[src/rtl/if_fetch.sv]
`default_nettype none
// ============================================================================
//  Module   : if_fetch
//  Purpose  : Instruction-fetch stage. Owns the PC, fetches 32-bit words
//             from the memory controller and presents them to the IF/ID
//             register through if_pc/if_ins. The IF/ID register latches on
//             every edge with stall=0, so NOP_PC/NOP_INS are driven whenever
//             no fetched word is pending, which keeps instructions from being
//             latched twice. Honours stall and jump redirects.
//  Ports    : clk_in    - clock, all state on rising edge
//             rst_in    - asynchronous active-high reset
//             rdy_in    - chip ready, 0 freezes every register
//             stall     - 1 = IF/ID does not latch this edge
//             jump      - redirect request, highest priority
//             jump_pc   - redirect target, bits [1:0] ignored
//             mem_req   - registered fetch request, held until mem_ready
//             mem_addr  - fetch address, stable while mem_req=1
//             mem_ready - one-cycle pulse, mem_data valid, ends transaction
//             mem_data  - fetched word
//             if_pc     - PC of presented word, else NOP_PC
//             if_ins    - presented word, else NOP_INS
//  Options  : ICACHE_EN - adds a direct-mapped instruction cache of
//             2^ICACHE_IDX_W one-word lines and a LOOKUP state.
//  Revision : 1.0 - initial release
// ============================================================================
module if_fetch #(
  parameter logic [31:0] RESET_PC     = 32'h0000_0000,
  parameter logic [31:0] NOP_PC       = 32'h0000_0000,
  parameter logic [31:0] NOP_INS      = 32'h0000_0013,
  parameter int          ICACHE_IDX_W = 6
) (
  input  logic        clk_in,
  input  logic        rst_in,
  input  logic        rdy_in,
  input  logic        stall,
  input  logic        jump,
  input  logic [31:0] jump_pc,
  output logic        mem_req,
  output logic [31:0] mem_addr,
  input  logic        mem_ready,
  input  logic [31:0] mem_data,
  output logic [31:0] if_pc,
  output logic [31:0] if_ins
);

  localparam logic [2:0] c_IDLE  = 3'd0;
  localparam logic [2:0] c_FETCH = 3'd1;
  localparam logic [2:0] c_HOLD  = 3'd2;
  localparam logic [2:0] c_DRAIN = 3'd3;
`ifdef ICACHE_EN
  localparam logic [2:0] c_LOOKUP  = 3'd4;
  // With the cache every fresh fetch first probes the cache.
  localparam logic [2:0] c_REFETCH = c_LOOKUP;
  localparam int         c_LINES   = 1 << ICACHE_IDX_W;
  localparam int         c_TAG_W   = 30 - ICACHE_IDX_W;
`else
  localparam logic [2:0] c_REFETCH = c_FETCH;
`endif

  logic [2:0]  r_state;
  logic [31:0] r_pc;
  logic        r_mem_req;
  logic [31:0] r_mem_addr;
  logic        r_valid;
  logic [31:0] r_cap_pc;
  logic [31:0] r_cap_ins;

  logic [2:0]  w_state_nxt;
  logic [31:0] w_pc_nxt;
  logic        w_valid_nxt;
  logic        w_cap_en;
  logic [31:0] w_cap_ins;
  logic        w_fill_en;
  logic        w_mem_req_nxt;
  logic [31:0] w_mem_addr_nxt;
  logic        w_hit;
  logic [31:0] w_hit_data;

  logic [31:0] w_jump_tgt;
  logic [31:0] w_pc_inc;
  logic        w_unused;

  assign w_jump_tgt = {jump_pc[31:2], 2'b00};
  assign w_pc_inc   = r_pc + 32'd4;
  assign w_unused   = ^{jump_pc[1:0], (ICACHE_IDX_W > 0)};

`ifdef ICACHE_EN
  logic [31:0]              r_line_data [c_LINES];
  logic [c_TAG_W-1:0]       r_line_tag  [c_LINES];
  logic [c_LINES-1:0]       r_line_vld;
  logic [ICACHE_IDX_W-1:0]  w_idx;
  logic [c_TAG_W-1:0]       w_tag;

  assign w_idx      = r_pc[ICACHE_IDX_W+1:2];
  assign w_tag      = r_pc[31:ICACHE_IDX_W+2];
  assign w_hit      = r_line_vld[w_idx] && (r_line_tag[w_idx] == w_tag);
  assign w_hit_data = r_line_data[w_idx];

  always_ff @(posedge clk_in or posedge rst_in) begin
    if (rst_in) begin
      r_line_vld <= '0;
    end else if (rdy_in && w_fill_en) begin
      r_line_vld[w_idx] <= 1'b1;
    end
  end

  always_ff @(posedge clk_in) begin
    if (!rst_in && rdy_in && w_fill_en) begin
      r_line_data[w_idx] <= mem_data;
      r_line_tag[w_idx]  <= w_tag;
    end
  end
`else
  assign w_hit      = 1'b0;
  assign w_hit_data = NOP_INS;
`endif

  // State and datapath registers
  always_ff @(posedge clk_in or posedge rst_in) begin
    if (rst_in) begin
      r_state    <= c_IDLE;
      r_pc       <= RESET_PC;
      r_mem_req  <= 1'b0;
      r_mem_addr <= RESET_PC;
      r_valid    <= 1'b0;
      r_cap_pc   <= NOP_PC;
      r_cap_ins  <= NOP_INS;
    end else if (rdy_in) begin
      r_state    <= w_state_nxt;
      r_pc       <= w_pc_nxt;
      r_mem_req  <= w_mem_req_nxt;
      r_mem_addr <= w_mem_addr_nxt;
      r_valid    <= w_valid_nxt;
      if (w_cap_en) begin
        r_cap_pc  <= r_pc;
        r_cap_ins <= w_cap_ins;
      end
    end
  end

  // Next-state logic
  always_comb begin
    w_state_nxt = r_state;
    case (r_state)
      c_IDLE: w_state_nxt = c_REFETCH;
      c_FETCH: begin
        if (jump) begin
          // An in-flight transaction cannot be aborted; drain it unless it
          // completes on this very edge.
          w_state_nxt = mem_ready ? c_FETCH : c_DRAIN;
        end else if (mem_ready) begin
          w_state_nxt = c_HOLD;
        end
      end
      c_HOLD: begin
        if (jump || !stall) begin
          w_state_nxt = c_REFETCH;
        end
      end
      c_DRAIN: begin
        // A jump arriving with the final mem_ready simply retargets the
        // fetch that follows the drain.
        if (mem_ready) begin
          w_state_nxt = c_FETCH;
        end
      end
`ifdef ICACHE_EN
      c_LOOKUP: begin
        if (!jump) begin
          w_state_nxt = w_hit ? c_HOLD : c_FETCH;
        end
      end
`endif
      default: w_state_nxt = c_IDLE;
    endcase
  end

  // Output / datapath logic
  always_comb begin
    w_pc_nxt    = r_pc;
    w_valid_nxt = r_valid;
    w_cap_en    = 1'b0;
    w_cap_ins   = mem_data;
    w_fill_en   = 1'b0;
    if (jump) begin
      w_pc_nxt    = w_jump_tgt;
      w_valid_nxt = 1'b0;
    end else begin
      case (r_state)
        c_FETCH: begin
          if (mem_ready) begin
            w_cap_en    = 1'b1;
            w_valid_nxt = 1'b1;
            w_pc_nxt    = w_pc_inc;
            w_fill_en   = 1'b1;
          end
        end
        c_HOLD: begin
          if (!stall) begin
            w_valid_nxt = 1'b0;
          end
        end
`ifdef ICACHE_EN
        c_LOOKUP: begin
          if (w_hit) begin
            w_cap_en    = 1'b1;
            w_cap_ins   = w_hit_data;
            w_valid_nxt = 1'b1;
            w_pc_nxt    = w_pc_inc;
          end
        end
`endif
        default: ;
      endcase
    end

    w_mem_req_nxt = (w_state_nxt == c_FETCH) || (w_state_nxt == c_DRAIN);
    // Entering or staying in FETCH always addresses the (possibly new) PC;
    // DRAIN keeps the old address until the outstanding transaction ends.
    w_mem_addr_nxt = (w_state_nxt == c_FETCH) ? w_pc_nxt : r_mem_addr;
  end

  assign mem_req  = r_mem_req;
  assign mem_addr = r_mem_addr;
  assign if_pc    = r_valid ? r_cap_pc  : NOP_PC;
  assign if_ins   = r_valid ? r_cap_ins : NOP_INS;

endmodule
`default_nettype wire

[config.mk]
export PLATFORM = sky130hd
export DESIGN_NAME = if_fetch
export DESIGN_NICKNAME = d
export VERILOG_FILES = /design/src/rtl/if_fetch.sv
export SDC_FILE = /design/constraint.sdc
export NUM_CORES = 1
export LEC_CHECK = 0
export CAP_MARGIN = 5
export CELL_PAD_IN_SITES_DETAIL_PLACEMENT = 1
export CELL_PAD_IN_SITES_GLOBAL_PLACEMENT = 2
export CORE_ASPECT_RATIO = 2
export CORE_MARGIN = 3
export CORE_UTILIZATION = 28
export DETAILED_ROUTE_END_ITERATION = 10
export PLACE_DENSITY = 0.78
export SYNTH_ARGS = -nofsm -noshare
export SYNTH_HDL_FRONTEND = slang
export SYNTH_SLANG_ARGS = --single-unit
[constraint.sdc]
create_clock -name clk_in -period 4.15 [get_ports clk_in]
set_input_delay 0.83 -clock clk_in [delete_from_list [all_inputs] [get_ports clk_in]]
set_output_delay 0.83 -clock clk_in [all_outputs]
set_load 0.1 [all_outputs]
==> images/pdn.png <==
The bar under the picture is 20 microns long. Pins as bars on the die edge.
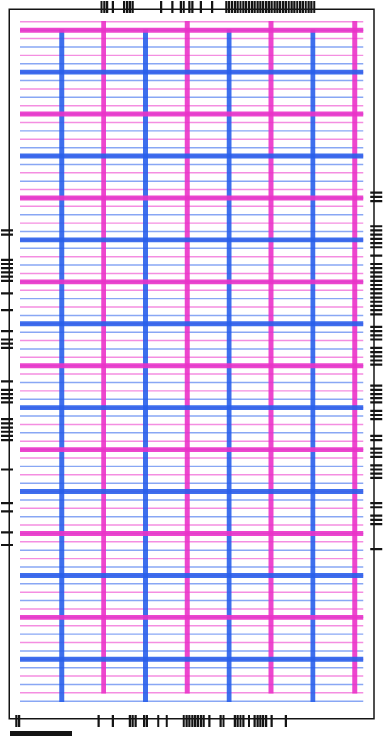
- VDD: magenta
- VSS: blue
- met5 straps: 16
- met1 rails: 82
- rows: 81
- signal pins: 167
- met4 straps: 8

==> images/cell_classes.png <==
The bar under the picture is 20 microns long.
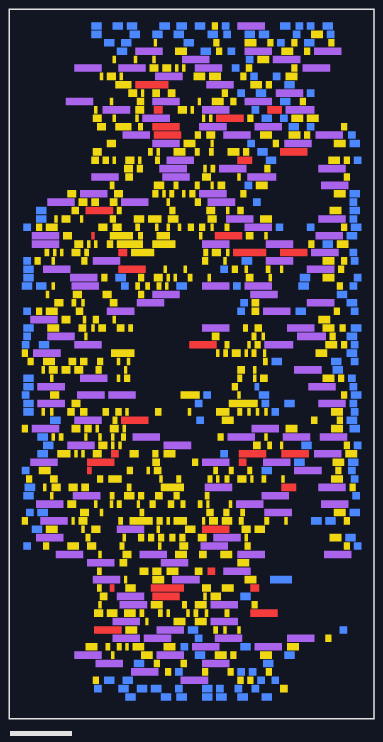
- flip-flops: purple (cells 133)
- clock drivers and dummy loads: red (cells 32)
- all other logic: yellow (cells 491)
- other buffers and delay cells: blue (cells 178)
final core area utilization: 0.384
count of standard-cell rows: 81
floorplan core area: 24500 sq um
register share of the cell area: 0.354
post-route cell area: 9410 sq um

==> images/clock_map.png <==
The bar under the picture is 20 microns long.
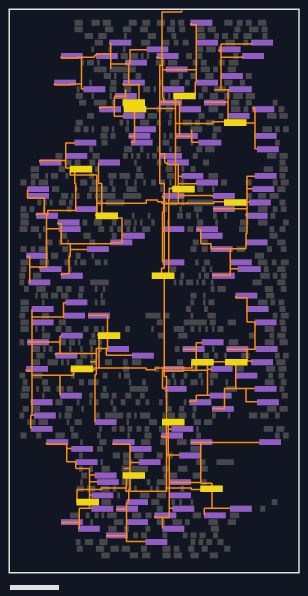
- clock wires: orange (length 2050 microns)
- flip-flops: purple (count 133)
- cells driving clock nets: yellow (count 17)
- routed clock nets: 18

==> results.tsv <==
stage	metric	value	unit
run_status	outcome	finished, final reports clean	
clock_network	H-tree levels	4	
placement	HPWL after detailed placement	15000	microns
global_route	number of antenna violations at the first check in global routing	0	
timing	worst hold margin	0.480	ns
worst_setup_path	kind of start point of the critical path	register	
worst_setup_path	standard cell with the maximum stage delay on the critical path	clkdlybuf4s50_1	
detailed_routing	wire length per cell	18.3	microns
worst_setup_path	ordered cell list for the critical path	nand2b_1, clkdlybuf4s50_1	
synthesis	average footprint of a synthesized cell	10.3	sq um
global_route	GR Layer Usage met3	0.0309	
worst_setup_path	termination of the worst setup path	if_ins[0]	
die	die width	118	microns
worst_setup_path	largest incremental delay on the critical path	1.20	ns
power	power density normalized to cell area	612	nW/um^2
worst_hold_path	worst hold endpoint	mem_addr[5]	
final_layout	Top cell excl fill/tap	dfrtp_1	
power	proportion of power drawn by combinational gates	0.392	
clock_network	Root Buffer Master	clkbuf_16	
global_route	global-route usage over all layers	0.162	
power	Clk network pwr share	0.275	
worst_setup_path	worst setup path startpoint	r_valid	
global_route	maximum number of pins on one net before global-route repair	78	
final_layout	share of final layout cell area taken by clock buffers and inverters	0.0658	
worst_hold_path	Min-Delay Startpoint	mem_addr[5]	
power	reported clock group power	0.00159	W
worst_setup_path	Worst R2R Start	r_state[0]	
placement	pre-CTS setup slack	0.709	ns
final_layout	antenna cells	0	
synthesis	fa+ha+maj area frac	0.00179	
clock_network	Setup Fix Bufs, Post-CTS	0	
detailed_routing	vias	5670	
final_layout	Area-dominant class	logic gates	
global_route	global-route wire length before repair	34600	microns
worst_setup_path	Arr. time, crit path	2.46	ns
synthesis	sequential fraction of the synthesis area	0.476	
clock_network	insertion delay to the later sink of the worst-skew pair	0.44	ns
clock_network	CTS tree	built	
worst_setup_path	cell class contributing the biggest share of worst-path delay	buffers and inverters	
synthesis	Post-synth top cells	dfrtp_1 (130), nand2_1 (84), mux2_2 (67)	
synthesis	share of async-settable or async-resettable flops after synthesis	1.00	
power	post-layout power	0.00576	W
synthesis	post-synth tally of flip-flops with integrated enable	0	
clock_network	Clock Pin Slew Worst Setup and Hold Paths	0.06	ns
Power figures rest on the tool's default switching activity, not on a simulated workload.
